<file path="config.mk">
export PLATFORM = sky130hd
export DESIGN_NAME = uart_frame_parser_flat
export DESIGN_NICKNAME = d
export VERILOG_FILES = /design/src/rtl/uart_pkg.sv /design/src/rtl/uart_frame_parser_if.sv /design/src/rtl/uart_frame_parser.sv /design/src/flat_wrapper.sv
export SDC_FILE = /design/constraint.sdc
export NUM_CORES = 1
export LEC_CHECK = 0
export CORE_MARGIN = 2
export CORE_UTILIZATION = 55
export CTS_CLUSTER_DIAMETER = 150
export DETAILED_ROUTE_END_ITERATION = 7
export PLACE_DENSITY = 0.85
export RECOVER_POWER = 100
export SLEW_MARGIN = 20
export SYNTH_ARGS = -nofsm -noshare
export SYNTH_HDL_FRONTEND = slang
export SYNTH_SLANG_ARGS = --single-unit
</file>
<file path="constraint.sdc">
create_clock -name clk -period 6.2 [get_ports clk]
set_input_delay 1.24 -clock clk [delete_from_list [all_inputs] [get_ports clk]]
set_output_delay 1.24 -clock clk [all_outputs]
set_load 0.03 [all_outputs]
</file>
<file path="src/rtl/uart_pkg.sv">
// Shared constants and state encoding for the UART frame parser.
package uart_pkg;

    localparam logic [7:0] SYNC_BYTE = 8'hA5;

    typedef enum logic [2:0] {
        IDLE,
        LEN,
        PAYLOAD,
        CHECK,
        HOLD
    } parser_state_t;

endpackage

</file>
<file path="src/rtl/uart_frame_parser_if.sv">
// Bundles the UART receive FIFO side and the frame consumer side of the parser.
interface uart_frame_parser_if #(
    parameter int DATA_BITS   = 8,
    parameter int MAX_PAYLOAD = 16
);

    logic                             rx_empty;
    logic [DATA_BITS-1:0]             r_data;
    logic                             parity_error;
    logic                             rd_uart;
    logic                             frame_valid;
    logic                             frame_ready;
    logic [4:0]                       frame_len;
    logic [MAX_PAYLOAD*DATA_BITS-1:0] frame_payload;
    logic                             err_checksum;
    logic                             err_parity;
    logic                             err_len;
    logic                             err_timeout;

    // Master is the environment (FIFO + consumer); slave is the parser.
    modport master (
        output rx_empty, r_data, parity_error, frame_ready,
        input  rd_uart, frame_valid, frame_len, frame_payload,
        input  err_checksum, err_parity, err_len, err_timeout
    );

    modport slave (
        input  rx_empty, r_data, parity_error, frame_ready,
        output rd_uart, frame_valid, frame_len, frame_payload,
        output err_checksum, err_parity, err_len, err_timeout
    );

endinterface

</file>
<file path="src/rtl/uart_frame_parser.sv">
// Pops bytes from a first-word fall-through UART FIFO, assembles SYNC/LEN/payload/CHK
// frames, and holds each checked frame until the consumer accepts it.
module uart_frame_parser
    import uart_pkg::*;
#(
    parameter int DATA_BITS      = 8,
    parameter int MAX_PAYLOAD    = 16,
    parameter int TIMEOUT_CYCLES = 1024
) (
    input logic               clk,
    input logic               reset,
    uart_frame_parser_if.slave bus
);

    localparam int TIMER_W = $clog2(TIMEOUT_CYCLES + 1);
    localparam logic [TIMER_W-1:0]   TIMER_LAST = TIMER_W'(TIMEOUT_CYCLES - 1);
    localparam logic [DATA_BITS-1:0] SYNC_WORD  = DATA_BITS'(SYNC_BYTE);
    localparam logic [DATA_BITS-1:0] MAX_LEN    = DATA_BITS'(MAX_PAYLOAD);

    parser_state_t                    r_state;
    parser_state_t                    w_stateNext;
    logic [4:0]                       r_len;
    logic [4:0]                       r_count;
    logic [DATA_BITS-1:0]             r_xor;
    logic [MAX_PAYLOAD*DATA_BITS-1:0] r_payload;
    logic [TIMER_W-1:0]               r_timer;
    logic                             r_errChecksum;
    logic                             r_errParity;
    logic                             r_errLen;
    logic                             r_errTimeout;

    logic w_pop;
    logic w_byteOk;
    logic w_timeoutHit;
    logic w_lastPayload;
    logic w_errChecksum;
    logic w_errParity;
    logic w_errLen;
    logic w_errTimeout;

    // The FIFO is never popped while a finished frame waits for the consumer.
    assign w_pop         = !reset && !bus.rx_empty && (r_state != HOLD);
    assign w_byteOk      = w_pop && !bus.parity_error;
    assign w_timeoutHit  = (r_timer == TIMER_LAST);
    assign w_lastPayload = (r_count == (r_len - 5'd1));

    always_ff @(posedge clk) begin
        if (reset) begin
            r_state <= IDLE;
        end else begin
            r_state <= w_stateNext;
        end
    end

    // The if/else order gives parity priority over the other error sources.
    always_comb begin
        w_stateNext   = r_state;
        w_errChecksum = 1'b0;
        w_errParity   = 1'b0;
        w_errLen      = 1'b0;
        w_errTimeout  = 1'b0;
        case (r_state)
            IDLE: begin
                if (w_byteOk && (bus.r_data == SYNC_WORD)) begin
                    w_stateNext = LEN;
                end
            end
            LEN: begin
                if (w_pop) begin
                    if (bus.parity_error) begin
                        w_errParity = 1'b1;
                        w_stateNext = IDLE;
                    end else if ((bus.r_data == '0) || (bus.r_data > MAX_LEN)) begin
                        w_errLen    = 1'b1;
                        w_stateNext = IDLE;
                    end else begin
                        w_stateNext = PAYLOAD;
                    end
                end else if (w_timeoutHit) begin
                    w_errTimeout = 1'b1;
                    w_stateNext  = IDLE;
                end
            end
            PAYLOAD: begin
                if (w_pop) begin
                    if (bus.parity_error) begin
                        w_errParity = 1'b1;
                        w_stateNext = IDLE;
                    end else if (w_lastPayload) begin
                        w_stateNext = CHECK;
                    end
                end else if (w_timeoutHit) begin
                    w_errTimeout = 1'b1;
                    w_stateNext  = IDLE;
                end
            end
            CHECK: begin
                if (w_pop) begin
                    if (bus.parity_error) begin
                        w_errParity = 1'b1;
                        w_stateNext = IDLE;
                    end else if (bus.r_data == r_xor) begin
                        w_stateNext = HOLD;
                    end else begin
                        w_errChecksum = 1'b1;
                        w_stateNext   = IDLE;
                    end
                end else if (w_timeoutHit) begin
                    w_errTimeout = 1'b1;
                    w_stateNext  = IDLE;
                end
            end
            HOLD: begin
                if (bus.frame_ready) begin
                    w_stateNext = IDLE;
                end
            end
            default: w_stateNext = IDLE;
        endcase
    end

    // Payload is zeroed when SYNC is accepted so short frames never expose stale bytes.
    always_ff @(posedge clk) begin
        if (reset) begin
            r_len         <= '0;
            r_count       <= '0;
            r_xor         <= '0;
            r_payload     <= '0;
            r_timer       <= '0;
            r_errChecksum <= 1'b0;
            r_errParity   <= 1'b0;
            r_errLen      <= 1'b0;
            r_errTimeout  <= 1'b0;
        end else begin
            r_errChecksum <= w_errChecksum;
            r_errParity   <= w_errParity;
            r_errLen      <= w_errLen;
            r_errTimeout  <= w_errTimeout;
            if (w_pop || w_timeoutHit || (r_state == IDLE) || (r_state == HOLD)) begin
                r_timer <= '0;
            end else begin
                r_timer <= r_timer + 1'b1;
            end
            case (r_state)
                IDLE: begin
                    if (w_stateNext == LEN) begin
                        r_payload <= '0;
                        r_len     <= '0;
                        r_count   <= '0;
                        r_xor     <= '0;
                    end
                end
                LEN: begin
                    if (w_stateNext == PAYLOAD) begin
                        r_len   <= 5'(bus.r_data);
                        r_xor   <= bus.r_data;
                        r_count <= '0;
                    end
                end
                PAYLOAD: begin
                    if (w_byteOk) begin
                        r_payload[r_count*DATA_BITS +: DATA_BITS] <= bus.r_data;
                        r_xor   <= r_xor ^ bus.r_data;
                        r_count <= r_count + 5'd1;
                    end
                end
                default: begin
                end
            endcase
        end
    end

    assign bus.rd_uart       = w_pop;
    assign bus.frame_valid   = !reset && (r_state == HOLD);
    assign bus.frame_len     = r_len;
    assign bus.frame_payload = r_payload;
    assign bus.err_checksum  = r_errChecksum;
    assign bus.err_parity    = r_errParity;
    assign bus.err_len       = r_errLen;
    assign bus.err_timeout   = r_errTimeout;

endmodule

</file>
<file path="src/flat_wrapper.sv">
// flat-port wrapper written by rule: the top's interface ports become plain ports
module uart_frame_parser_flat import uart_pkg::*;
#(
    parameter int DATA_BITS      = 8,
    parameter int MAX_PAYLOAD    = 16,
    parameter int TIMEOUT_CYCLES = 1024
)
  (clk, reset, bus_rx_empty, bus_r_data, bus_parity_error, bus_frame_ready, bus_rd_uart, bus_frame_valid, bus_frame_len, bus_frame_payload, bus_err_checksum, bus_err_parity, bus_err_len, bus_err_timeout);
  uart_frame_parser_if #(.DATA_BITS(DATA_BITS), .MAX_PAYLOAD(MAX_PAYLOAD)) bus_i ();
  input logic clk;
  input logic reset;
  input wire logic [$bits(bus_i.rx_empty)-1:0] bus_rx_empty;
  input wire logic [$bits(bus_i.r_data)-1:0] bus_r_data;
  input wire logic [$bits(bus_i.parity_error)-1:0] bus_parity_error;
  input wire logic [$bits(bus_i.frame_ready)-1:0] bus_frame_ready;
  output wire logic [$bits(bus_i.rd_uart)-1:0] bus_rd_uart;
  output wire logic [$bits(bus_i.frame_valid)-1:0] bus_frame_valid;
  output wire logic [$bits(bus_i.frame_len)-1:0] bus_frame_len;
  output wire logic [$bits(bus_i.frame_payload)-1:0] bus_frame_payload;
  output wire logic [$bits(bus_i.err_checksum)-1:0] bus_err_checksum;
  output wire logic [$bits(bus_i.err_parity)-1:0] bus_err_parity;
  output wire logic [$bits(bus_i.err_len)-1:0] bus_err_len;
  output wire logic [$bits(bus_i.err_timeout)-1:0] bus_err_timeout;
  assign bus_i.rx_empty = bus_rx_empty;
  assign bus_i.r_data = bus_r_data;
  assign bus_i.parity_error = bus_parity_error;
  assign bus_i.frame_ready = bus_frame_ready;
  assign bus_rd_uart = bus_i.rd_uart;
  assign bus_frame_valid = bus_i.frame_valid;
  assign bus_frame_len = bus_i.frame_len;
  assign bus_frame_payload = bus_i.frame_payload;
  assign bus_err_checksum = bus_i.err_checksum;
  assign bus_err_parity = bus_i.err_parity;
  assign bus_err_len = bus_i.err_len;
  assign bus_err_timeout = bus_i.err_timeout;
  uart_frame_parser #(.DATA_BITS(DATA_BITS), .MAX_PAYLOAD(MAX_PAYLOAD), .TIMEOUT_CYCLES(TIMEOUT_CYCLES)) u_core (.clk(clk), .reset(reset), .bus(bus_i));
endmodule
</file>
**Run 1: cell density map**

Drawn at 2 px/um. 12 x 12 tiles, from white (low) to dark blue (high), 0 to 100% covered.
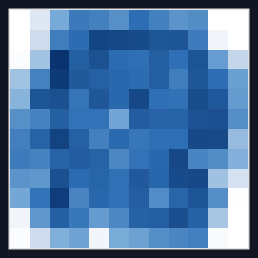
nearly empty tiles	6.2%
mean over tiles	64%
fullest tile	98%
tiles over 75% full	44%

**Run 1: routing congestion map**

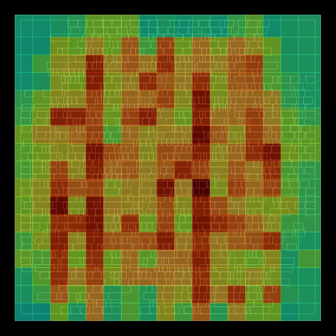
routed wirelength normalized by instance count: 18.30 um
M3 GR Usage: 0.05747
global routing usage on met1: 0.3940
overall routing resource usage: 0.2906

==> reports/metrics.csv, run 1 <==
metric,value,unit
synthesized instance count,846,
"leading cell type in the layout, fill and taps excluded",sky130_fd_sc_hd__dfxtp_1,
number of cells in Yosys stat,846,
Synth warnings,0,
destination of the worst register-to-register timing path,u_core.bus.frame_payload[64],
number of distinct library cells after synthesis,66,
Area Growth Syn to Fin,27.57,%
number of nets in the layout,963,
weighted congestion reported at the end of routability-driven placement,0.8281,
"post-synthesis share of cell area spent on and, or, nand and nor gates",0.2540,
biggest cell category by area in the final layout,multi-input combinational cells,
placed standard-cell area,8706,um^2
largest area contributor in the synthesized netlist,sky130_fd_sc_hd__dfxtp_1,
"area share, top type",0.4516,
area fraction in compound gates,0.1881,
global-route wire length before repair,33.00,mm
chip area line of the yosys report,7271,um^2
crit-path leading delay family,buffers and inverters,
combinational family with the most area after synthesis,simple AND/OR/NAND/NOR gates,
share of total power in sequential cells,0.463,
Switch Pwr,0.0004654,W
PnR worst setup slack,1.689,ns
Setup TNS Final,0,ns
tap cell instance count,176,
drt first pass iters,6,
number of antenna diodes,0,
setup repair after global routing missed its margin,no,
share of synthesized area spent on multiplexers,0.01256,
final period utilization,0.7276,
number of cells in the finished layout apart from fillers,1133,
worst setup path category,in2reg,
worst endpoint data arrival time,4.86,ns
non-clock inverter total of the final layout,9,
count of port buffers added during placement,151,
Hold Crit Class,reg2reg,
power density cells,245.4,nW/um^2
transition time at the pin with the least slew margin,1.812,ns
"Hold Vio Cnt, Final",0,
launching element type of the critical path,primary input,
initial core utilization,0.5557,
"buffers from clock root to sink, at most",2,
number of violations of the max-capacitance limit,1,
clock edge transition at the registers on the reported setup and hold paths,0.06,ns
remaining antenna violation count,0,
routed vias,6930,
number of DRC markers after the initial detailed-route iteration,733,
max-slew headroom at the worst pin,-0.2089,
status,"finished, violations left",
I/O pin total,152,
Routed WL,20.74,mm
top-count cell post-synth,sky130_fd_sc_hd__dfxtp_1,
root buffer cell,sky130_fd_sc_hd__clkbuf_16,
clk cell area share,0.07015,
Top area cell types,"sky130_fd_sc_hd__dfxtp_1, sky130_fd_sc_hd__nand3_1, sky130_fd_sc_hd__a21oi_1, sky130_fd_sc_hd__nor2_1, sky130_fd_sc_hd__a32oi_1",
Clock Power Share,0.512,
violated checks,"capacitance limit, slew limit",
worst skew pair latency,0.43,ns
Dominant Register Cell,sky130_fd_sc_hd__dfxtp_1,
Setup Slack @ Placement,1.772,ns
type of destination of the critical path,flip-flop,
remaining global-route overflow,0,
Total Power,0.002276,W
Max rail drop VDD,0.2009,mV
number of synthesized flops with an enable pin,0,
Max Slew Vio Count,20,
Worst path max stage delay,1.12,ns
Hold WS,0.4481,ns
**Run 1: met4 routing**

Drawn at 3 px/um.
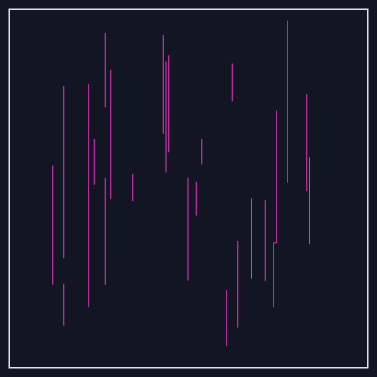
wire length on this layer	758 um
share of all routed wire	3.7%
longest straight run	74.1 um

## run 1: layer usage
metal  track usage  vias to the layer above  routed length (um)
met3       0.05747                       67                1499
met5             0                        -                   0
met4        0.1451                        0                 757
met2        0.4418                      318                9565
met1        0.3940                     3302                8915
li1              -                     3243                   -
## run 1: state kept, by name (all words and copies together), names as in the netlist
register                  flops
u_core.bus.frame_payload    128
u_core.r_timer               11
u_core.r_xor                  8
u_core.bus.frame_len          5
u_core.r_count                5
u_core.r_state                3
u_core.bus.err_checksum       1
u_core.bus.err_len            1
u_core.bus.err_parity         1
u_core.bus.err_timeout        1
**Run 1: clock wires, drivers and flops**

Drawn at 4 px/um.
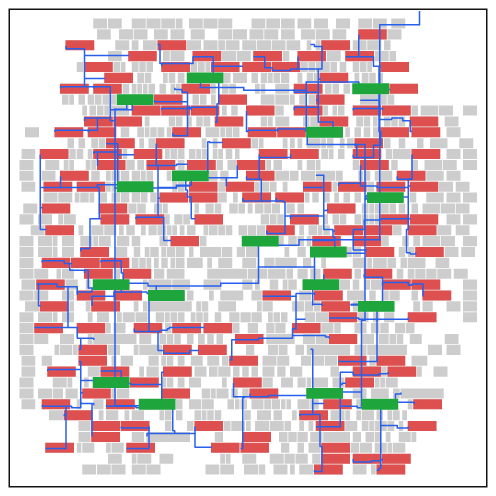

## Run 2: what changed since run 1
CORE_UTILIZATION = 51   (was 55)
PLACE_DENSITY = 0.8   (was 0.85)
clock period = 4.2 ns   (was 6.2 ns; I/O delays follow)
**Run 2: clock wires, drivers and flops**

Drawn at 4 px/um.
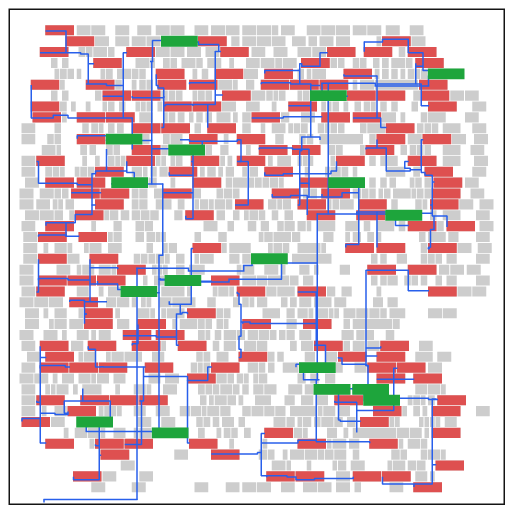
[clock wires] blue | length: 1880 um
[flip-flops] red | count: 164
[clock-net drivers] green | count: 17
routed clock nets	18

==> reports/metrics.csv, run 2 <==
metric,value,unit,change
remaining antenna violation count,0,,unchanged
drt first pass iters,5,,was 6
violated checks,"capacitance limit, slew limit",,unchanged
clock buffers created by TritonCTS,17,,unchanged
number of antenna diodes,0,,unchanged
final period utilization,0.8713,,
Required @ worst endpoint,3.36,ns,was 6.55 ns
Max rail drop VDD,0.2649,mV,was 0.2009 mV
initial core utilization,0.5238,,was 0.5557
"buffers from clock root to sink, at most",2,,unchanged
Top area cell types,"sky130_fd_sc_hd__dfxtp_1, sky130_fd_sc_hd__nand3_1, sky130_fd_sc_hd__a21oi_1, sky130_fd_sc_hd__nor2_1, sky130_fd_sc_hd__a32oi_1",,unchanged
"area share, top type",0.4516,,unchanged
worst endpoint data arrival time,2.82,ns,was 4.86 ns
uppermost layer routed,met4,,unchanged
Worst path max stage delay,0.73,ns,was 1.12 ns
largest area contributor in the synthesized netlist,sky130_fd_sc_hd__dfxtp_1,,unchanged
placed standard-cell area,8823,um^2,was 8706 um^2
transition time at the pin with the least slew margin,2.084,ns,was 1.812 ns
Hold Crit Class,reg2reg,,unchanged
crit-path leading delay family,buffers and inverters,,unchanged
number of nets in the layout,978,,was 963
number of cells in the finished layout apart from fillers,1153,,was 1133
M3 GR Usage,0.06319,,was 0.05747
Max Slew Vio Count,103,,was 20
Cells after DPL,1121,,was 1102
overall routing resource usage,0.2769,,was 0.2906
global routing usage on met1,0.3798,,was 0.3940
final tally of setup violations,0,,unchanged
routed wirelength normalized by instance count,17.98,um,was 18.30 um
top-count cell post-synth,sky130_fd_sc_hd__dfxtp_1,,unchanged
share of synthesized area spent on multiplexers,0.01256,,unchanged
Area Growth Syn to Fin,28.48,%,was 27.57%
power density cells,351.5,nW/um^2,was 245.4 nW/um^2
number of flip-flops under the largest register name,128,,unchanged
clock edge transition at the registers on the reported setup and hold paths,0.06,ns,about the same
count of port buffers added during placement,151,,unchanged
setup repair after global routing missed its margin,no,,unchanged
status,"finished, violations left",,unchanged
I/O pin total,152,,unchanged
launching element type of the critical path,primary input,,unchanged
"post-synthesis share of cell area spent on and, or, nand and nor gates",0.2540,,unchanged
vias in the first global route,6206,,was 6274
"Hold Vio Cnt, Final",0,,unchanged
global-route wire length before repair,32.62,mm,was 33.00 mm
synthesized instance count,846,,unchanged
worst skew pair latency,0.43,ns,about the same
Setup TNS Final,0,ns,unchanged
routing usage on met2,0.4220,,was 0.4418
area fraction in compound gates,0.1881,,unchanged
weighted congestion reported at the end of routability-driven placement,0.8254,,was 0.8281
"leading cell type in the layout, fill and taps excluded",sky130_fd_sc_hd__dfxtp_1,,unchanged
type of destination of the critical path,output port,,was flip-flop
chip area line of the yosys report,7271,um^2,unchanged
Total Power,0.003284,W,was 0.002276 W
Dominant Register Cell,sky130_fd_sc_hd__dfxtp_1,,unchanged
max-slew headroom at the worst pin,-0.3896,,was -0.2089
Synth warnings,0,,unchanged
number of violations of the max-capacitance limit,1,,unchanged
root buffer cell,sky130_fd_sc_hd__clkbuf_16,,unchanged
number of cells in Yosys stat,846,,unchanged
number of synthesized flops with an enable pin,0,,unchanged
post-cts hold-fix buffer tally,0,,unchanged
met2 layer wire length in the routed design,9.469,mm,was 9.565 mm
GRT Max-Usage Layer,met2,,unchanged
worst setup path category,in2out,,was in2reg
PnR worst setup slack,0.5403,ns,was 1.689 ns
number of DRC markers after the initial detailed-route iteration,693,,was 733
final core occ,0.6730,,was 0.7088
number of distinct library cells after synthesis,66,,unchanged
combinational family with the most area after synthesis,simple AND/OR/NAND/NOR gates,,unchanged
**Run 2: met4 routing**

Drawn at 3 px/um.
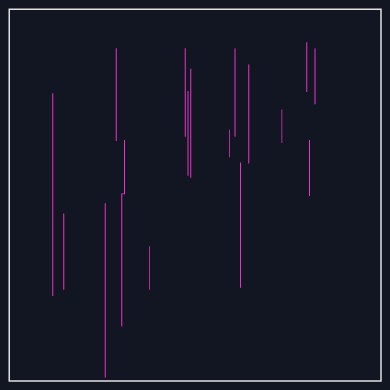
Routed WL: 20.73 mm
routed vias: 6869

## run 2: worst paths after layout
path,to,depth (start not counted)
max,bus_rd_uart,5
max reg2reg,u_core.bus.frame_payload[32],10
min,u_core.r_timer[10],2
min reg2reg,u_core.r_timer[10],2
## run 2: layout make-up
type,count,share of cell area
well taps,180,0.02411
clock inverters,13,0.01822
clock buffers,19,0.04849
repair buffers,172,0.1759
multi-input cells,596,0.3782
inverters,9,0.003616
flip-flops and latches,164,0.3515
## run 2: power breakdown
group	internal [W]	switching (W)	total, W
sequential	0.00155	0.0000000210	0.00155
combinational	0.0000226	0.0000668	0.0000894
clock	0.000977	0.000662	0.00164
No activity file was given, so power comes from the tool's default toggle rates.
